## config.mk

```make
export PLATFORM = sky130hd
export DESIGN_NAME = datapath_unit_flat
export DESIGN_NICKNAME = d
export VERILOG_FILES = /design/src/rtl/datapath_unit_if.sv /design/src/rtl/datapath_unit.sv /design/src/flat_wrapper.sv
export SDC_FILE = /design/constraint.sdc
export NUM_CORES = 1
export LEC_CHECK = 0
export CORE_MARGIN = 1
export CORE_UTILIZATION = 44
export CTS_BUF_LIST = sky130_fd_sc_hd__clkbuf_8
export DETAILED_ROUTE_END_ITERATION = 8
export PLACE_DENSITY = 0.66
export SLEW_MARGIN = 5
export SYNTH_ARGS = -nofsm -noshare
export SYNTH_HDL_FRONTEND = slang
export SYNTH_SLANG_ARGS = --single-unit
```

## constraint.sdc

```tcl
create_clock -name clk -period 3.14 [get_ports clk]
set_input_delay 0.628 -clock clk [delete_from_list [all_inputs] [get_ports clk]]
set_output_delay 0.628 -clock clk [all_outputs]
set_load 0.02 [all_outputs]
```

## src/rtl/datapath_unit_if.sv

```systemverilog
// datapath_unit_if: control-strobe and observation bundle between the control
// unit (master) and the datapath (slave).
//   regSel/aluSel       register index / ALU op select        (master -> slave)
//   Rin/Rout/RAin/RCout  register and bus transfer strobes     (master -> slave)
//   genConst/constIn    drive constIn onto the internal bus    (master -> slave)
//   bus                 current internal bus value             (slave -> master)
//   raOut/rcOut         RA and RC contents                     (slave -> master)
//   carry/zero          registered ALU flags                   (slave -> master)
interface datapath_unit_if #(
    parameter int WIDTH = 8
);
    logic [2:0]       regSel;
    logic [2:0]       aluSel;
    logic             Rin;
    logic             Rout;
    logic             RAin;
    logic             RCout;
    logic             genConst;
    logic [WIDTH-1:0] constIn;
    logic [WIDTH-1:0] bus;
    logic [WIDTH-1:0] raOut;
    logic [WIDTH-1:0] rcOut;
    logic             carry;
    logic             zero;

    modport master (
        output regSel, aluSel, Rin, Rout, RAin, RCout, genConst, constIn,
        input  bus, raOut, rcOut, carry, zero
    );

    modport slave (
        input  regSel, aluSel, Rin, Rout, RAin, RCout, genConst, constIn,
        output bus, raOut, rcOut, carry, zero
    );
endinterface

```

## src/rtl/datapath_unit.sv

```systemverilog
// datapath_unit: register bank, ALU operand latch RA, result register RC,
// carry/zero flags and one internal bus, driven by per-cycle control strobes.
//   clk  system clock, all state updates on the rising edge
//   rst  asynchronous active-low reset
//   dp   control strobes in, bus/RA/RC/flags out (see datapath_unit_if)
// The interface WIDTH must match this module's WIDTH.
module datapath_unit #(
    parameter int WIDTH = 8,
    parameter int NREGS = 8   // 1..8, addressed by the 3-bit regSel
) (
    input  logic              clk,
    input  logic              rst,
    datapath_unit_if.slave    dp
);

    logic [WIDTH-1:0] regs_q [NREGS];
    logic [WIDTH-1:0] ra_q, rc_q;
    logic             carry_q, zero_q;

    logic [WIDTH-1:0] rd_data;
    logic [WIDTH-1:0] bus_w;
    logic [WIDTH-1:0] rc_d;
    logic             carry_d, zero_d;
    logic [WIDTH:0]   ext;

    // Register read; an index outside the bank reads as 0.
    always_comb begin
        rd_data = '0;
        for (int i = 0; i < NREGS; i++) begin
            if (dp.regSel == 3'(i)) rd_data = regs_q[i];
        end
    end

    // Bus source priority: genConst > RCout > Rout, idle bus is 0.
    always_comb begin
        bus_w = '0;
        if (dp.genConst)   bus_w = dp.constIn;
        else if (dp.RCout) bus_w = rc_q;
        else if (dp.Rout)  bus_w = rd_data;
    end

    // ALU: A = RA, B = bus. Arithmetic is done one bit wider so the top bit
    // is carry-out for ADD and borrow for SUB.
    always_comb begin
        ext     = '0;
        rc_d    = '0;
        carry_d = 1'b0;
        case (dp.aluSel)
            3'b001: begin
                ext     = {1'b0, ra_q} + {1'b0, bus_w};
                rc_d    = ext[WIDTH-1:0];
                carry_d = ext[WIDTH];
            end
            3'b010: begin
                ext     = {1'b0, ra_q} - {1'b0, bus_w};
                rc_d    = ext[WIDTH-1:0];
                carry_d = ext[WIDTH];
            end
            3'b011: rc_d = ra_q & bus_w;
            3'b100: rc_d = ra_q | bus_w;
            3'b101: rc_d = ra_q ^ bus_w;
            3'b110: rc_d = ~bus_w;
            3'b111: begin
                rc_d    = {bus_w[WIDTH-2:0], 1'b0};
                carry_d = bus_w[WIDTH-1];
            end
            default: ;
        endcase
        zero_d = (rc_d == '0);
    end

    // All sinks sample the pre-edge bus, so RCout+Rin / RCout+RAin see the
    // old RC and the ALU sees the old RA.
    always_ff @(posedge clk or negedge rst) begin
        if (!rst) begin
            for (int i = 0; i < NREGS; i++) regs_q[i] <= '0;
            ra_q    <= '0;
            rc_q    <= '0;
            carry_q <= 1'b0;
            zero_q  <= 1'b0;
        end else begin
            if (dp.Rin) begin
                for (int i = 0; i < NREGS; i++) begin
                    if (dp.regSel == 3'(i)) regs_q[i] <= bus_w;
                end
            end
            if (dp.RAin) ra_q <= bus_w;
            if (dp.aluSel != 3'b000) begin
                rc_q    <= rc_d;
                carry_q <= carry_d;
                zero_q  <= zero_d;
            end
        end
    end

    assign dp.bus   = bus_w;
    assign dp.raOut = ra_q;
    assign dp.rcOut = rc_q;
    assign dp.carry = carry_q;
    assign dp.zero  = zero_q;

endmodule
```

## src/flat_wrapper.sv

```systemverilog
// flat-port wrapper written by rule: the top's interface ports become plain ports
module datapath_unit_flat 
#(
    parameter int WIDTH = 8,
    parameter int NREGS = 8                                         
)
  (clk, rst, dp_regSel, dp_aluSel, dp_Rin, dp_Rout, dp_RAin, dp_RCout, dp_genConst, dp_constIn, dp_bus, dp_raOut, dp_rcOut, dp_carry, dp_zero);
  datapath_unit_if #(.WIDTH(WIDTH)) dp_i ();
  input  logic clk;
  input  logic rst;
  input wire logic [$bits(dp_i.regSel)-1:0] dp_regSel;
  input wire logic [$bits(dp_i.aluSel)-1:0] dp_aluSel;
  input wire logic [$bits(dp_i.Rin)-1:0] dp_Rin;
  input wire logic [$bits(dp_i.Rout)-1:0] dp_Rout;
  input wire logic [$bits(dp_i.RAin)-1:0] dp_RAin;
  input wire logic [$bits(dp_i.RCout)-1:0] dp_RCout;
  input wire logic [$bits(dp_i.genConst)-1:0] dp_genConst;
  input wire logic [$bits(dp_i.constIn)-1:0] dp_constIn;
  output wire logic [$bits(dp_i.bus)-1:0] dp_bus;
  output wire logic [$bits(dp_i.raOut)-1:0] dp_raOut;
  output wire logic [$bits(dp_i.rcOut)-1:0] dp_rcOut;
  output wire logic [$bits(dp_i.carry)-1:0] dp_carry;
  output wire logic [$bits(dp_i.zero)-1:0] dp_zero;
  assign dp_i.regSel = dp_regSel;
  assign dp_i.aluSel = dp_aluSel;
  assign dp_i.Rin = dp_Rin;
  assign dp_i.Rout = dp_Rout;
  assign dp_i.RAin = dp_RAin;
  assign dp_i.RCout = dp_RCout;
  assign dp_i.genConst = dp_genConst;
  assign dp_i.constIn = dp_constIn;
  assign dp_bus = dp_i.bus;
  assign dp_raOut = dp_i.raOut;
  assign dp_rcOut = dp_i.rcOut;
  assign dp_carry = dp_i.carry;
  assign dp_zero = dp_i.zero;
  datapath_unit #(.WIDTH(WIDTH), .NREGS(NREGS)) u_core (.clk(clk), .rst(rst), .dp(dp_i));
endmodule
```

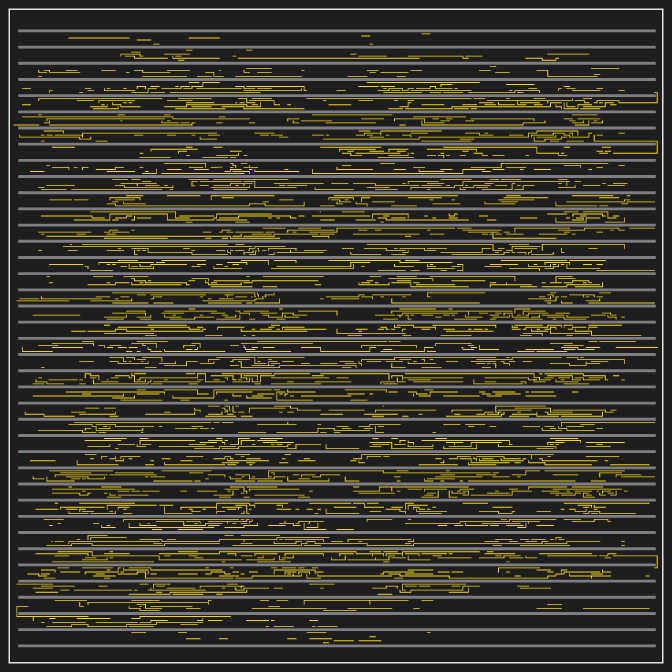
m1.png
Supply wires on this layer in gray.
- longest straight run: 32.2 um
- share of all routed wire: 40%
- nets with wire on the layer: 722

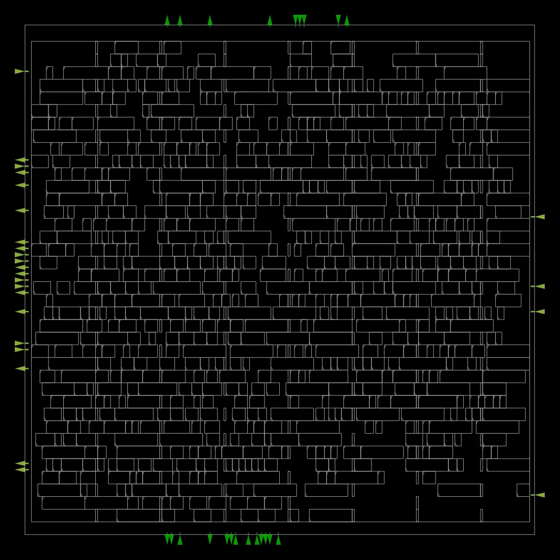
placed.png
core box area: 11100 um^2
Seq area share: 0.272
Core Util, Final: 0.682
fill count: 876

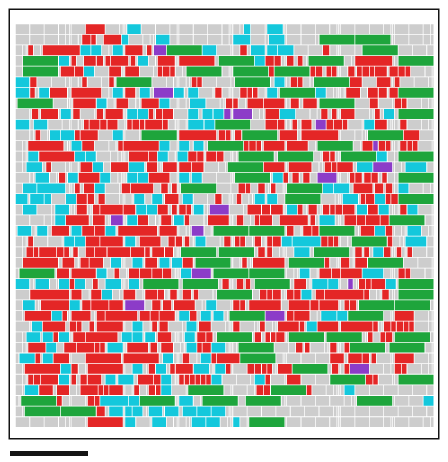
class_map.png
The bar under the picture is 20 um long. Fill, decap, tap and diode cells in gray.
- cyan: remaining buffers and delay cells (cells 193; share of their area 22%)
- purple: clock drivers and dummy loads (cells 16; share of their area 2.3%)
- red: remaining logic cells (cells 456; share of their area 47%)
- green: registers (cells 82; share of their area 28%)
post-route cell area: 7550 um^2
Cell Rows: 38

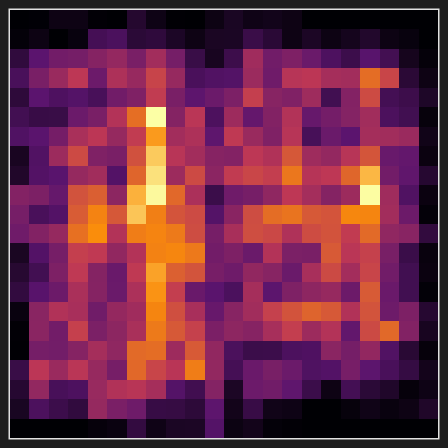
route_heat.png
The die is cut into 22 by 22 equal tiles; black is low, pale yellow is high, scaled to the fullest tile. Values are wire area over tile area, all layers added.
- tiles over half the peak: 19%
- densest ninth of the die: middle
- nearly empty tiles: 8.5%
- fullest tile: 0.73
routed via count: 5161
overall routing resource usage: 0.297
DR WL/cell: 19.5 um

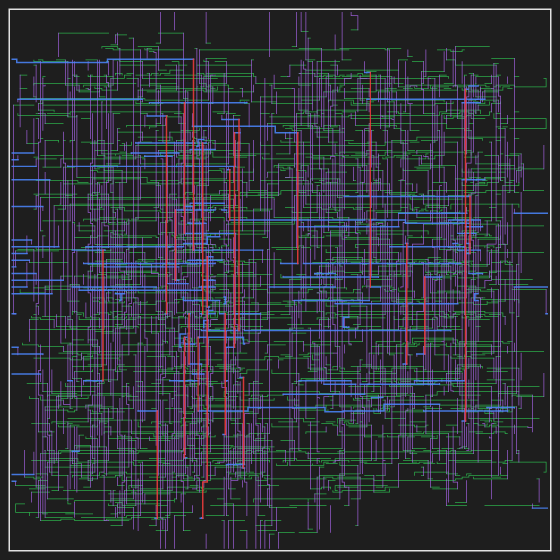
layers.png
- red: M4 (wire length 634 um)
- blue: M3 (wire length 1040 um)
- purple: M2 (wire length 8660 um)
- green: M1 (wire length 6960 um)
WL final: 17300 um

==> metrics.csv <==
metric,value,unit
Net Switching,1550,uW
Leakage,0.00346,uW
Yosys warning count,0,
comb pwr,1920,uW
Synth area leader,dfrtp_1,
clkbuf count,9,
CP Capture Type,flop,
met3 usage,0.0587,
die area,12000,um^2
Placement Cell Area,6670,um^2
logic area,3380,um^2
run status,finished with violations,
Layout area overhead,48.3,%
failing checks,setup timing,
Clk pwr share,0.174,
Max Slew Vio Count,0,
logic gate fraction of the total cell area,0.448,
die y size,110,um
top layer in use,met4,
most numerous logic cells after layout,"128 x buf_4, 101 x nand2_1, 82 x dfrtp_1",
sequential power,1460,uW
Num CTS Buffers,9,
RePlAce Congestion,0.927,
power share of the combinational group,0.470,
most instantiated logic cell after routing,buf_4,
root buffer cell,clkbuf_8,
share of layout cells above drive strength 1,0.369,
largest net degree at the start of global routing,83,
Max clock buf depth,2,
hold buffers post-CTS,0,
Sequential Power Share,0.356,
Post-Syn Nets,623,
P per Cell Area,542,nW/um^2
Multi-In Gates,428,
"Seq share, synth",0.403,
fmax,0.273,GHz
Residual DRC,0,
DP Cell Count,833,
"Hold Vio Cnt, Final",0,
dominant kind of combinational cell,AND-OR/OR-AND gates,
Max Cap Viol,0,
"Avg Cell Area, Syn",8.86,um^2
final setup fails,9,
Worst path max stage delay,0.54,ns
Synth Cell Area,5090,um^2
total power of the final layout,4090,uW
Most common cell on crit path,o32ai_2,
asr flop ratio synth,1.00,
dpl hpwl,12100,um
clk sinks,82,
"Most flops, register",u_core.regs_q,
GR Layer Usage met2,0.514,
vias in the first global route,5047,
postcts setup bufs,25,
WP buf/inv,5,
met3 wire len,1040,um
CP Class,input port to flop,
period utilization,1.17,
"top cells, area","dfrtp_1 40%, o21ai_0 8.6%, nand2_1 7.6%",
post-CTS resize count,97,
GR Layer Usage met1,0.364,
critical-path cell list,"buf_8, mux2i_2, mux4_2, a2111oi_4, o22ai_2, inv_2, buf_12, ha_4, buf_6, a21oi_4, o32ai_2, buf_4, nor3_2, o32ai_2, o221ai_2, or4_1, o21ai_1",
clock-cell share of area,0.0225,
DR vias/cell,5.82,
Post-synth top flop,dfrtp_1,
first-pass GRT wire length,26300,um
Post-Synthesis Cells,575,
PortBufs,46,
Worst Skew,0.0101,ns
"CP delay by family, top",AND-OR/OR-AND gates,
yosys adder share,0.0693,
Max VDD drop,0.385,mV
CP max FO,5,
most frequent cells after synthesis,"103 x nand2_1, 88 x o21ai_0, 82 x dfrtp_1",
Antenna diodes,0,
H-tree levels,3,
Initial DRT Pass Iterations,6,
Latency at later pin,0.37,ns
clock slew at reported path FFs,0.09,ns
antenna violations before repair,0,
gr busiest metal,met2,
Storage cell area,2050,um^2
count of cell types in the netlist,73,
CP Depth,17,
Simple-Gate Area Share,0.174,
nets,790,
Place WS,-1.55,ns
FF-to-FF path depth,16,
Non-CTS inverters,28,
most numerous cell in the Yosys netlist,nand2_1,
Switching Fraction,0.379,
n_taps,140,
Top-area cell share,0.403,
setup ws final,-0.518,ns
routed length on met1,6960,um
Worst setup SP type,input port,
mux share,0.0602,
CP max-delay cell,or4_1,
Top pwr grp,combinational logic,
Leading cell kind,logic gates,
Non-Clock Buffer Area Fraction,0.219,
WP data required,3.44,ns
"EDFF count, synth",0,
number of buffers outside the clock class in the layout,193,
Rel. slew slack,0.287,
Worst Max-Slew Pin Slew,1.07,ns
post-synthesis xor/xnor area fraction,0.00516,
GR Overflow Total,0,
Clock net power,713,uW
path summary, 6_finish.rpt:
kind / startpoint / end / slack [ns]
worst max-delay path: dp_regSel[2] / u_core.dp.zero$_DFFE_PN0P_ / -0.52
max in group asynchronous: rst / u_core.regs_q[4]$_DFFE_PN0P_ / 2.01
worst min register to register: u_core.regs_q[34]$_DFFE_PN0P_ / u_core.regs_q[34]$_DFFE_PN0P_ / 0.49
worst min-delay path: rst / u_core.regs_q[24]$_DFFE_PN0P_ / 0.41
worst max register to register: u_core.regs_q[56]$_DFFE_PN0P_ / u_core.dp.zero$_DFFE_PN0P_ / -0.46
min in group clk: u_core.regs_q[34]$_DFFE_PN0P_ / u_core.regs_q[34]$_DFFE_PN0P_ / 0.49
No activity file was given, so power comes from the tool's default toggle rates.
